### src/rtl/branch_predictor.sv
// Direct-mapped BTB with 2-bit saturating counters, plus the prediction
// registers that travel with the instruction through IF/ID, ID/EX and EX/MEM.
module branch_predictor #(
  parameter int W       = 32,
  parameter int ENTRIES = 16
) (
  input  logic         clk,
  input  logic         rst,
  input  logic [W-1:0] if_pc,
  input  logic         pc_flush,
  input  logic         id_stall,
  input  logic         id_ex_bubble,
  input  logic         upd,
  input  logic         add_else_minus,
  input  logic [W-1:0] upd_src_pc,
  input  logic [W-1:0] upd_target,
  output logic         if_pred_taken,
  output logic [W-1:0] if_pred_addr,
  output logic         idex_pred_taken,
  output logic [W-1:0] idex_pred_addr,
  output logic         exmem_pred_taken,
  output logic [W-1:0] exmem_pred_addr
);

  localparam int IDX = $clog2(ENTRIES);
  localparam int TW  = W - IDX - 2;

  logic          r_valid  [ENTRIES];
  logic [TW-1:0] r_tag    [ENTRIES];
  logic [W-1:0]  r_target [ENTRIES];
  logic [1:0]    r_ctr    [ENTRIES];

  logic         r_ifid_taken;
  logic [W-1:0] r_ifid_addr;
  logic         r_idex_taken;
  logic [W-1:0] r_idex_addr;
  logic         r_exmem_taken;
  logic [W-1:0] r_exmem_addr;

  logic [IDX-1:0] w_lk_idx;
  logic [TW-1:0]  w_lk_tag;
  logic           w_lk_hit;
  logic [IDX-1:0] w_up_idx;
  logic [TW-1:0]  w_up_tag;
  logic           w_up_hit;

  // Lookup reads the registered BTB, so an update lands for the next cycle.
  assign w_lk_idx = if_pc[IDX+1:2];
  assign w_lk_tag = if_pc[W-1:IDX+2];
  assign w_lk_hit = r_valid[w_lk_idx] && (r_tag[w_lk_idx] == w_lk_tag);

  assign if_pred_taken = w_lk_hit && r_ctr[w_lk_idx][1];
  assign if_pred_addr  = if_pred_taken ? r_target[w_lk_idx] : (if_pc + W'(4));

  assign w_up_idx = upd_src_pc[IDX+1:2];
  assign w_up_tag = upd_src_pc[W-1:IDX+2];
  assign w_up_hit = r_valid[w_up_idx] && (r_tag[w_up_idx] == w_up_tag);

  always_ff @(posedge clk) begin
    if (rst) begin
      for (int i = 0; i < ENTRIES; i++) begin
        r_valid[i]  <= 1'b0;
        r_tag[i]    <= '0;
        r_target[i] <= '0;
        r_ctr[i]    <= 2'b00;
      end
    end else if (upd) begin
      if (w_up_hit) begin
        if (add_else_minus) begin
          if (r_ctr[w_up_idx] != 2'b11) r_ctr[w_up_idx] <= r_ctr[w_up_idx] + 2'b01;
          r_target[w_up_idx] <= upd_target;
        end else if (r_ctr[w_up_idx] != 2'b00) begin
          r_ctr[w_up_idx] <= r_ctr[w_up_idx] - 2'b01;
        end
      end else if (add_else_minus) begin
        // New entries start weakly taken; a not-taken miss never allocates.
        r_valid[w_up_idx]  <= 1'b1;
        r_tag[w_up_idx]    <= w_up_tag;
        r_target[w_up_idx] <= upd_target;
        r_ctr[w_up_idx]    <= 2'b10;
      end
    end
  end

  // ID/EX keeps loading from IF/ID during a stall so the bubble moves down.
  always_ff @(posedge clk) begin
    if (rst) begin
      r_ifid_taken  <= 1'b0;
      r_ifid_addr   <= '0;
      r_idex_taken  <= 1'b0;
      r_idex_addr   <= '0;
      r_exmem_taken <= 1'b0;
      r_exmem_addr  <= '0;
    end else begin
      if (pc_flush) begin
        r_ifid_taken <= 1'b0;
        r_ifid_addr  <= '0;
      end else if (!id_stall) begin
        r_ifid_taken <= if_pred_taken;
        r_ifid_addr  <= if_pred_addr;
      end
      if (id_ex_bubble) begin
        r_idex_taken <= 1'b0;
        r_idex_addr  <= '0;
      end else begin
        r_idex_taken <= r_ifid_taken;
        r_idex_addr  <= r_ifid_addr;
      end
      r_exmem_taken <= r_idex_taken;
      r_exmem_addr  <= r_idex_addr;
    end
  end

  assign idex_pred_taken  = r_idex_taken;
  assign idex_pred_addr   = r_idex_addr;
  assign exmem_pred_taken = r_exmem_taken;
  assign exmem_pred_addr  = r_exmem_addr;

endmodule

### config.mk
export PLATFORM = sky130hd
export DESIGN_NAME = branch_predictor
export DESIGN_NICKNAME = d
export VERILOG_FILES = /design/src/rtl/branch_predictor.sv
export SDC_FILE = /design/constraint.sdc
export NUM_CORES = 2
export LEC_CHECK = 0
export ABC_AREA = 1
export CORE_MARGIN = 1.5
export CORE_UTILIZATION = 55
export CTS_BUF_LIST = sky130_fd_sc_hd__clkbuf_2
export CTS_CLUSTER_SIZE = 25
export DETAILED_ROUTE_END_ITERATION = 16
export PLACE_DENSITY = 0.81
export RECOVER_POWER = 100
export SLEW_MARGIN = 20
export SYNTH_ARGS = -nofsm -noshare
export SYNTH_HDL_FRONTEND = slang
export SYNTH_SLANG_ARGS = --single-unit
### constraint.sdc
create_clock -name clk -period 6.3 [get_ports clk]
set_input_delay 1.575 -clock clk [delete_from_list [all_inputs] [get_ports clk]]
set_output_delay 1.575 -clock clk [all_outputs]
set_load 0.01 [all_outputs]
==> flow_metrics.tcl <==
# metrics dict for downstream scripts
set metrics [dict create \
    finalPower_mw 15.07 \
    top_area_cell "edfxtp_1" \
    tritoncts "yes" \
    cp_slowest_cell "clkbuf_1" \
    post_cts_buffers 1 \
    dieHeight_um 315.6 \
    hold_viol 0 \
    timing.critical_path.buf_inv 6 \
    top_area_frac 0.5365 \
    p_int_mw 10.61 \
    wl_per_cell_um 22.49 \
    via_count 48800 \
    htreeDepth 5 \
    drt_iter0_drc 8346 \
    io_buffers 199 \
    cts.path.max_buffers 4 \
    cp_max_fo 33 \
    maxCapViolCount 23 \
    powerDensity_nw_per_um2 248.8 \
    synthFlopType "edfxtp_1" \
    netSwitchingPower_mw 4.460 \
    viasPerCell 5.998 \
    ys_warn_count 0 \
    cp_top_family "buffers and inverters" \
    slew_viol_final 759 \
    outcome "complete, but fails checks" \
    clkSinkCount 1075 \
    min_period_ns 6.466 \
    cts_root_buffer "clkbuf_2" \
    slew_headroom -0.9550 \
    area_growth_pct 12.76 \
    stdcell_area_sq_um 60580 \
    fmax_mhz 154.7 \
    setup_viol_count_final 13 \
    clock_latency_ns 1.66 \
    min_path_type "flop to flop" \
    ys_top_logic_family "simple AND/OR/NAND/NOR gates" \
    yosysUniqueCellTypes 42 \
    fin_nets 6799 \
    fin_crit_sh 1.026 \
    cts_buffers 292 \
    p_clk_frac 0.319 \
    reg2reg_slack_ns 2.54 \
    layout.cells.non_filler 8136 \
    synth_flop_count 1075 \
    ios 202 \
    cts.reportedPaths.clkPinSlew_ns 0.10 \
    vdd_drop_max_v 0.0001850 \
    ys_seq_frac 0.5794 \
    ys_area_sq_um 53730 \
    final_cell_mix "nor2_1, nand2_1, edfxtp_1, o21ai_0, clkbuf_2" \
    yosysCellCount 6355 \
    ant_nets 0 \
    comb_power_mw 2.04 \
    cts-resized-gates 27 \
    violations "max-capacitance violations, max-slew violations, negative setup slack" \
    post_dp_cell_area_sq_um 58110 \
    end_kind "flop" \
    drc 0 \
    synthCells 6355 \
    cp.required_ns 7.47 \
    power_leader "registers" \
    synth.mux.area_fraction 0.0003726 \
    drive_above_1_share 0.1180 \
    initial_core_util 0.5556 \
    crit_type "primary input to flop" \
    worst_slack_ns -0.1656 \
    warnings 39 \
    worstMarginPinSlew_ns 2.932 \
    crit_path_start_kind "primary input" \
    drt_first_pass_iters 7 \
    antenna_found_initial 6 \
    mappedNetlistNets 6459 \
    place_inst 7671 \
]
## layer usage
layer  GRT usage  vias up  part of all wire
met5           0        -           0.00016
met4      0.2287        4             0.066
met3     0.09904      806              0.15
met2      0.5457     4066              0.44
met1      0.4606    22300              0.34
li1            -    21630                 -
## layout make-up
class                   count  area (sq um)
clock inverters            46         312.8
fillers                  7961         36120
multi-input cells        4458         19190
diodes                      4         10.01
well taps                1276          1597
repair buffers            493          4865
clock buffers             409          2047
inverters                 375          1434
flip-flops and latches   1075         31130
## path summary, 6_finish.rpt
check                     start                  end  cells past startpoint
min          idex_pred_addr[23]  exmem_pred_addr[23]                      2
max                         rst     r_target[13][31]                     10
max reg2reg         r_tag[3][3]        r_tag[14][10]                     19
min reg2reg  idex_pred_addr[23]  exmem_pred_addr[23]                      2
## state kept, by name (all words and copies together) (netlist names)
| name | flops |
|---|---|
| exmem_pred_addr | 32 |
| exmem_pred_taken | 1 |
| idex_pred_addr | 32 |
| idex_pred_taken | 1 |
| r_ctr | 32 |
| r_ifid_addr | 32 |
| r_ifid_taken | 1 |
| r_tag | 416 |
| r_target | 512 |
| r_valid | 16 |
## through the flow
stage | setup TNS [ns] | hold slack (ns)
6_report | -0.9546 | 0.3824
5_1_grt | -0.1118 | 0.4460
4_1_cts | -0.1092 | 0.4253
3_5_place_dp | -2.178 | 0.4129
3_3_place_gp | -2.097 | 0.4072
2_1_floorplan | 0 | 0.4051
## Yosys cell counts (all sizes together) (6+ instances only)
cell type,instances
a21oi,102
a22oi,7
a31oi,6
buf,169
clkbuf,278
clkinv,31
dfxtp,115
edfxtp,960
inv,344
nand2,1611
nand3,229
nand4,7
nor2,1646
nor3,18
o211ai,53
o21ai,606
o221ai,42
o22ai,81
xor2,28
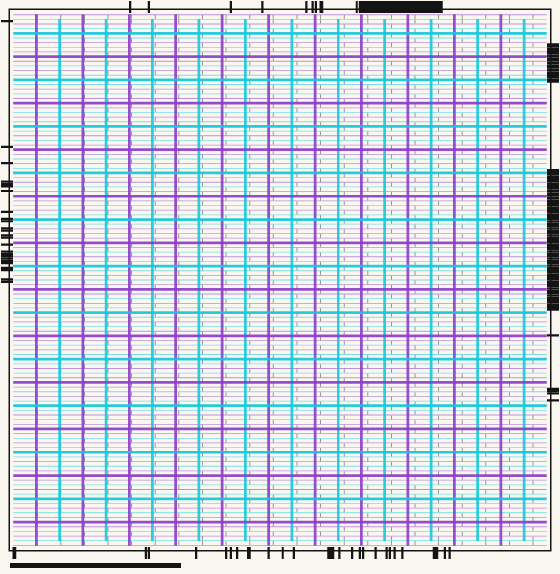
**Above:** PDN straps and rails.
The bar under the picture is 100 um long. Pins as bars on the die edge. Tap cells in grey.
purple -> VSS
cyan -> VDD
met4 straps = 22
tap cells = 1,276
met5 straps = 22

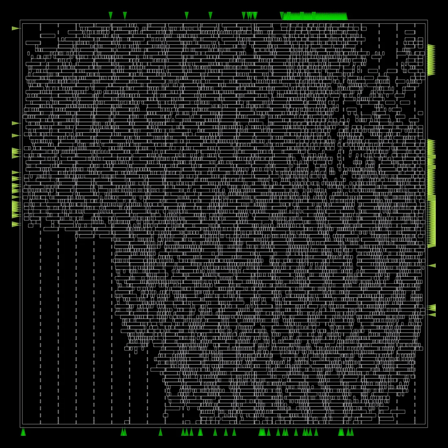
**Above:** placement view.
final core utilization: 0.6265
seq_cells: 1,075

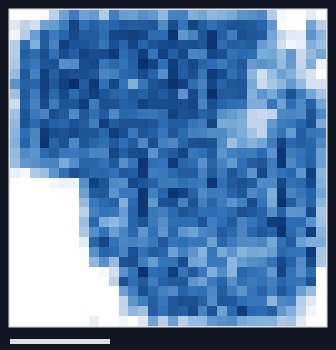
**Above:** cell area per tile.
The bar under the picture is 100 um long. 32 x 32 tiles, from white (low) to dark blue (high), 0 to 100% covered.
fullest tile = 100%
tiles over 75% full = 39%
mean over tiles = 59%
emptiest ninth of the die = bottom left
nearly empty tiles = 14%

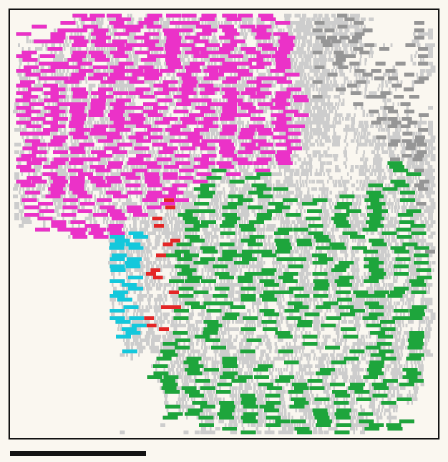
**Above:** register map, names as in the netlist.
The bar under the picture is 100 um long. Other sequential cells in the stronger grey, the rest of the logic in the fainter grey.
red -> r_valid  # sequential cells 16
magenta -> r_target  # sequential cells 512
cyan -> r_ctr  # sequential cells 32
green -> r_tag  # sequential cells 416
not coloured = 99

